## config.mk

```make
export PLATFORM = sky130hd
export DESIGN_NAME = ultrasonic_echo_gen_flat
export DESIGN_NICKNAME = d
export VERILOG_FILES = /design/src/rtl/ultrasonic_echo_gen_if.sv /design/src/rtl/ultrasonic_echo_gen.sv /design/src/flat_wrapper.sv
export SDC_FILE = /design/constraint.sdc
export NUM_CORES = 1
export LEC_CHECK = 0
export ABC_AREA = 1
export ABC_CLOCK_PERIOD_IN_PS = 3000
export CAP_MARGIN = 0
export CORE_UTILIZATION = 25
export CTS_CLUSTER_DIAMETER = 30
export CTS_CLUSTER_SIZE = 20
export DETAILED_ROUTE_END_ITERATION = 8
export PLACE_DENSITY_LB_ADDON = 0.25
export SETUP_SLACK_MARGIN = 0.05
export SYNTH_ARGS = -nofsm -noshare
export SYNTH_HDL_FRONTEND = slang
export SYNTH_SLANG_ARGS = --single-unit
```

## constraint.sdc

```tcl
create_clock -name CLKOUTD -period 3 [get_ports CLKOUTD]
set_input_delay 0.6 -clock CLKOUTD [delete_from_list [all_inputs] [get_ports CLKOUTD]]
set_output_delay 0.6 -clock CLKOUTD [all_outputs]
set_load 0.02 [all_outputs]
```

## src/rtl/ultrasonic_echo_gen_if.sv

```systemverilog
// Bus between a ranging master and the ultrasonic echo responder.
// The master drives trigger, enable and emulated distance. The responder
// returns the echo pulse and its status strobes.
interface ultrasonic_echo_gen_if;
    logic       TRIG;
    logic       ENABLE;
    logic [7:0] DIST;
    logic       ECHO;
    logic       BUSY;
    logic       ECHO_DONE;
    logic       SHORT_TRIG;

    modport master (
        output TRIG,
        output ENABLE,
        output DIST,
        input  ECHO,
        input  BUSY,
        input  ECHO_DONE,
        input  SHORT_TRIG
    );

    modport slave (
        input  TRIG,
        input  ENABLE,
        input  DIST,
        output ECHO,
        output BUSY,
        output ECHO_DONE,
        output SHORT_TRIG
    );
endinterface

```

## src/rtl/ultrasonic_echo_gen.sv

```systemverilog
// Ultrasonic ranging sensor emulator (HC-SR04 style responder).
// A TRIG pulse that is high for long enough is followed by a fixed burst delay.
// After the delay, ECHO goes high for a time proportional to the distance
// latched when TRIG fell. A hold-off period follows, during which new
// triggers are ignored.
// All outputs come straight from flops.
module ultrasonic_echo_gen #(
    parameter int unsigned TRIG_MIN     = 10,
    parameter int unsigned BURST_DLY    = 8,
    parameter int unsigned TICKS_PER_CM = 1,
    parameter int unsigned HOLDOFF      = 20,
    parameter int unsigned NO_ECHO_W    = 255
) (
    input  logic                 CLKOUTD,
    input  logic                 reset,
    ultrasonic_echo_gen_if.slave bus
);
    localparam logic [15:0] TRIG_MIN_C = 16'(TRIG_MIN);
    localparam logic [15:0] BURST_LD   = (BURST_DLY > 0) ? 16'(BURST_DLY - 1) : 16'd0;
    localparam logic [15:0] HOLD_LD    = (HOLDOFF > 0) ? 16'(HOLDOFF - 1) : 16'd0;
    localparam logic [15:0] TICKS_C    = 16'(TICKS_PER_CM);
    localparam logic [7:0]  NO_ECHO_C  = 8'(NO_ECHO_W);

    typedef enum logic [2:0] {
        IDLE,
        TRIG_HI,
        BURST,
        ECHO_ON,
        HOLD
    } state_t;

    state_t      state, state_n;
    logic [15:0] trig_cnt, trig_cnt_n;   // TRIG high time, saturating at TRIG_MIN
    logic [15:0] tmr, tmr_n;             // down-counter shared by BURST, ECHO_ON and HOLD
    logic [7:0]  dist_lat, dist_lat_n;   // distance frozen at trigger acceptance
    logic        armed, armed_n;         // TRIG seen low in IDLE, so a rising edge is fresh
    logic        echo, echo_n;
    logic        busy, busy_n;
    logic        done, done_n;
    logic        short_trig, short_n;

    // Trigger length counter: count up, then stick at the threshold.
    function automatic logic [15:0] sat_inc(input logic [15:0] c);
        return (c >= TRIG_MIN_C) ? TRIG_MIN_C : c + 16'd1;
    endfunction

    // Echo width in clocks. Distance 0 means no target, which gives the long
    // timeout pulse. 255 * 255 still fits in 16 bits.
    function automatic logic [15:0] echo_width(input logic [7:0] d);
        logic [7:0] units;
        units = (d == 8'd0) ? NO_ECHO_C : d;
        return 16'(units) * TICKS_C;
    endfunction

    // Next-state and next-output decode. Strobes default low and every
    // register holds unless a transition updates it.
    always_comb begin
        state_n    = state;
        trig_cnt_n = trig_cnt;
        tmr_n      = tmr;
        dist_lat_n = dist_lat;
        armed_n    = armed;
        echo_n     = echo;
        done_n     = 1'b0;
        short_n    = 1'b0;

        case (state)
            IDLE: begin
                // TRIG must be seen low here before a high level counts. So a
                // TRIG still high after reset or after hold-off is not a trigger.
                if (!bus.TRIG) begin
                    armed_n = 1'b1;
                end else if (bus.ENABLE && armed) begin
                    state_n    = TRIG_HI;
                    trig_cnt_n = 16'd1;
                    armed_n    = 1'b0;
                end
            end

            TRIG_HI: begin
                if (bus.TRIG) begin
                    trig_cnt_n = sat_inc(trig_cnt);
                end else if (trig_cnt >= TRIG_MIN_C) begin
                    dist_lat_n = bus.DIST;
                    trig_cnt_n = 16'd0;
                    if (BURST_DLY == 0) begin
                        state_n = ECHO_ON;
                        echo_n  = 1'b1;
                        tmr_n   = echo_width(bus.DIST) - 16'd1;
                    end else begin
                        state_n = BURST;
                        tmr_n   = BURST_LD;
                    end
                end else begin
                    // TRIG is low right now, so the next rising edge is a fresh one.
                    state_n    = IDLE;
                    short_n    = 1'b1;
                    armed_n    = 1'b1;
                    trig_cnt_n = 16'd0;
                end
            end

            BURST: begin
                if (tmr == 16'd0) begin
                    state_n = ECHO_ON;
                    echo_n  = 1'b1;
                    tmr_n   = echo_width(dist_lat) - 16'd1;
                end else begin
                    tmr_n = tmr - 16'd1;
                end
            end

            ECHO_ON: begin
                if (tmr == 16'd0) begin
                    echo_n = 1'b0;
                    done_n = 1'b1;
                    if (HOLDOFF == 0) begin
                        state_n = IDLE;
                    end else begin
                        state_n = HOLD;
                        tmr_n   = HOLD_LD;
                    end
                end else begin
                    tmr_n = tmr - 16'd1;
                end
            end

            HOLD: begin
                if (tmr == 16'd0) begin
                    state_n = IDLE;
                end else begin
                    tmr_n = tmr - 16'd1;
                end
            end

            default: begin
                state_n = IDLE;
                echo_n  = 1'b0;
            end
        endcase

        busy_n = (state_n != IDLE);
    end

    // State and output registers. Reset clears everything at once, including
    // a pulse that is in flight, and gives no completion strobe.
    always_ff @(posedge CLKOUTD or negedge reset) begin
        if (!reset) begin
            state      <= IDLE;
            trig_cnt   <= 16'd0;
            tmr        <= 16'd0;
            dist_lat   <= 8'd0;
            armed      <= 1'b0;
            echo       <= 1'b0;
            busy       <= 1'b0;
            done       <= 1'b0;
            short_trig <= 1'b0;
        end else begin
            state      <= state_n;
            trig_cnt   <= trig_cnt_n;
            tmr        <= tmr_n;
            dist_lat   <= dist_lat_n;
            armed      <= armed_n;
            echo       <= echo_n;
            busy       <= busy_n;
            done       <= done_n;
            short_trig <= short_n;
        end
    end

    assign bus.ECHO       = echo;
    assign bus.BUSY       = busy;
    assign bus.ECHO_DONE  = done;
    assign bus.SHORT_TRIG = short_trig;
endmodule

```

## src/flat_wrapper.sv

```systemverilog
// flat-port wrapper written by rule: the top's interface ports become plain ports
module ultrasonic_echo_gen_flat 
#(
    parameter int unsigned TRIG_MIN     = 10,
    parameter int unsigned BURST_DLY    = 8,
    parameter int unsigned TICKS_PER_CM = 1,
    parameter int unsigned HOLDOFF      = 20,
    parameter int unsigned NO_ECHO_W    = 255
)
  (CLKOUTD, reset, bus_TRIG, bus_ENABLE, bus_DIST, bus_ECHO, bus_BUSY, bus_ECHO_DONE, bus_SHORT_TRIG);
  ultrasonic_echo_gen_if bus_i ();
  input  logic CLKOUTD;
  input  logic reset;
  input wire logic [$bits(bus_i.TRIG)-1:0] bus_TRIG;
  input wire logic [$bits(bus_i.ENABLE)-1:0] bus_ENABLE;
  input wire logic [$bits(bus_i.DIST)-1:0] bus_DIST;
  output wire logic [$bits(bus_i.ECHO)-1:0] bus_ECHO;
  output wire logic [$bits(bus_i.BUSY)-1:0] bus_BUSY;
  output wire logic [$bits(bus_i.ECHO_DONE)-1:0] bus_ECHO_DONE;
  output wire logic [$bits(bus_i.SHORT_TRIG)-1:0] bus_SHORT_TRIG;
  assign bus_i.TRIG = bus_TRIG;
  assign bus_i.ENABLE = bus_ENABLE;
  assign bus_i.DIST = bus_DIST;
  assign bus_ECHO = bus_i.ECHO;
  assign bus_BUSY = bus_i.BUSY;
  assign bus_ECHO_DONE = bus_i.ECHO_DONE;
  assign bus_SHORT_TRIG = bus_i.SHORT_TRIG;
  ultrasonic_echo_gen #(.TRIG_MIN(TRIG_MIN), .BURST_DLY(BURST_DLY), .TICKS_PER_CM(TICKS_PER_CM), .HOLDOFF(HOLDOFF), .NO_ECHO_W(NO_ECHO_W)) u_core (.CLKOUTD(CLKOUTD), .reset(reset), .bus(bus_i));
endmodule
```

run_1/met1.png
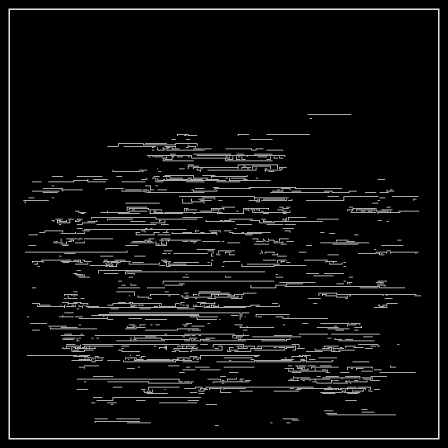
wire length on this layer	3330 um
nets with wire on the layer	389

run_1/met2.png
Bar = 20 um. Cells faint in the background.
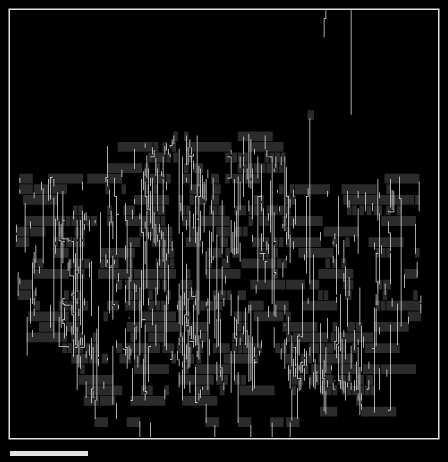
longest straight run	42.5 um
nets with wire on the layer	335

==> impl_results.rst, run 1 <==
Metrics
=======

.. list-table::
   :header-rows: 1

   * - Metric
     - Value
   * - Non-clock inverters
     - ~48
   * - Length of routed met3 wiring
     - 133 um
   * - Number of top-level pins
     - 16
   * - Starting DRT DRC Count
     - 127
   * - Leakage component of the power
     - between 1.5 and 2 nW
   * - EDFF count, synth
     - 0
   * - Maximum clock rate
     - between 400 and 500 MHz
   * - Core region area
     - between 10000 and 15000 um2
   * - Logic pwr share
     - 0.029
   * - Clock net power
     - 0.688 mW
   * - Hold violation count in the final report
     - 0
   * - Flip-flop and latch count after synthesis
     - approximately 48
   * - Biggest fanout along the worst timing path
     - 14
   * - Proportion of synthesized flip-flops having asynchronous set or reset
     - 1.00
   * - Final worst-path setup slack
     - 0.918 ns
   * - Dpl ws
     - roughly 0.63 ns
   * - Synthesized-area fraction occupied by xor and xnor cells
     - 0.0421
   * - Met2 routed wirelength
     - 3040 um
   * - Required @ worst endpoint
     - 3.18 ns
   * - Power density cells
     - 404 nW/um2
   * - Via/cell ratio
     - 4.39
   * - Reg-to-Reg Start
     - u_core.dist_lat[2]
   * - Result of the run
     - complete, no violations
run_1/met3.png
Bar = 20 um.
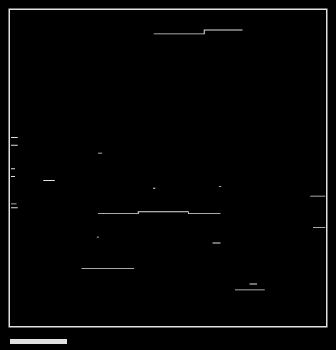
share of all routed wire	2.0%
main direction	horizontal
nets with wire on the layer	14
wire length on this layer	133 um

==> run 1 -> run 2 <==
- ABC_CLOCK_PERIOD_IN_PS: 3000 -> 2200
- clock period: 3 -> 2.2 ns (I/O delays scaled with it)
run_2/met2.png
Bar = 20 um. Cells faint in the background.
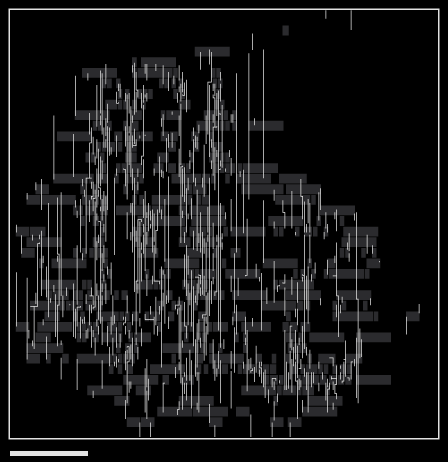
met2 Resource Use GR: 0.215
post-detailed-routing wire length: 6580 um
via count: 2459

run_2/met1.png
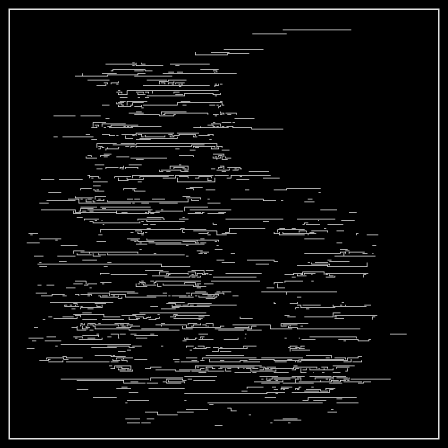
longest straight run	31.7 um
wire length on this layer	3180 um
main direction	horizontal
nets with wire on the layer	404
share of all routed wire	48%

==> impl_results.rst, run 2 <==
Metrics
=======

.. list-table::
   :header-rows: 1

   * - Metric
     - Value
   * - Synth mux share
     - 0.0232
   * - Portion of total power attributed to sequential cells
     - 0.478
   * - EDFF count, synth
     - 0 (unchanged)
   * - Length of routed met3 wiring
     - 106 um (-20%)
   * - Global route total overflow
     - 0
   * - Total negative slack
     - 0 ns
   * - Biggest fanout along the worst timing path
     - 12 (-2)
   * - Die H
     - between 100 and 150 um
   * - Hold violation count in the final report
     - 0 (unchanged)
   * - Non-clock inverters
     - 48 (unchanged)
   * - Clock tree from TritonCTS
     - built
   * - Core region area
     - 11400 um2 (unchanged)
   * - Combinational gate area
     - between 1500 and 2000 um2
   * - Dpl ws
     - 0.121 ns (-0.511 ns)
   * - Arrival time of the worst setup path
     - about 2.1 ns
   * - Final worst-path setup slack
     - 0.282 ns (-0.636 ns)
   * - Flip-flop and latch count after synthesis
     - 48 (unchanged)
   * - Maximum clock rate
     - 521 MHz
   * - Area growth syn-to-layout
     - 18.8%
   * - Proportion of synthesized flip-flops having asynchronous set or reset
     - 1.00 (unchanged)
   * - Logic pwr share
     - 0.031 (+0.002)
   * - Reg-to-Reg Start
     - u_core.trig_cnt[0]
   * - Average cell area after synthesis
     - around 7.5 um2
   * - Post-synthesis cell count
     - between 300 and 400
   * - CP Depth
     - 6
   * - Result of the run
     - complete, no violations
   * - Yosys stat area
     - slightly below 3000 um2
   * - Power density cells
     - 536 nW/um2 (+33%)
   * - Starting DRT DRC Count
     - 118 (-7.1%)
   * - Required @ worst endpoint
     - 2.38 ns (-0.80 ns)
   * - Max-cap check violation count
     - 0
   * - Leakage component of the power
     - 1.83 nW (+0.97%)
   * - Clock net power
     - 0.910 mW (+32%)
   * - Number of top-level pins
     - 16 (unchanged)
   * - Synthesized-area fraction occupied by xor and xnor cells
     - 0.0421 (unchanged)
   * - P_sw
     - between 0.3 and 0.4 mW
   * - Post-CTS setup buffer count
     - 0
   * - Transition time at the pin with the least slew margin
     - roughly 0.37 ns
   * - Setup CP Type
     - reg -> reg
   * - Detailed-route DRC error count
     - 0
   * - Non-clock buffer count in the final layout
     - 21
   * - Met2 routed wirelength
     - 3230 um (+6.2%)
   * - Via/cell ratio
     - 4.39 (about the same)
   * - FF+latch area
     - approximately 1200 um2
run_2/final_congestion.png
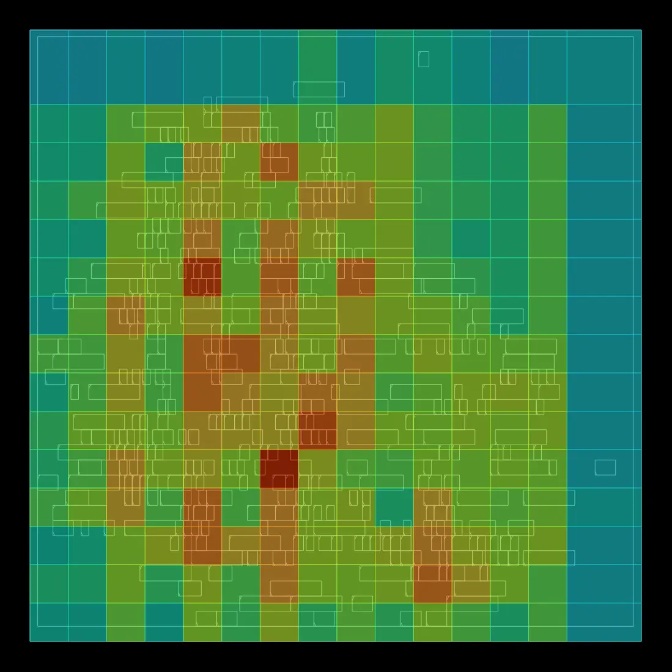
GRT Resource Usage Total: 0.123
fraction of met1 tracks used by global routing: 0.158
global routing met3 resource utilization: 0.0147
share of the core filled with cells in the final layout: 0.305
routed length per placed instance: 11.7 um

Power is estimated from default activity; no workload was simulated.
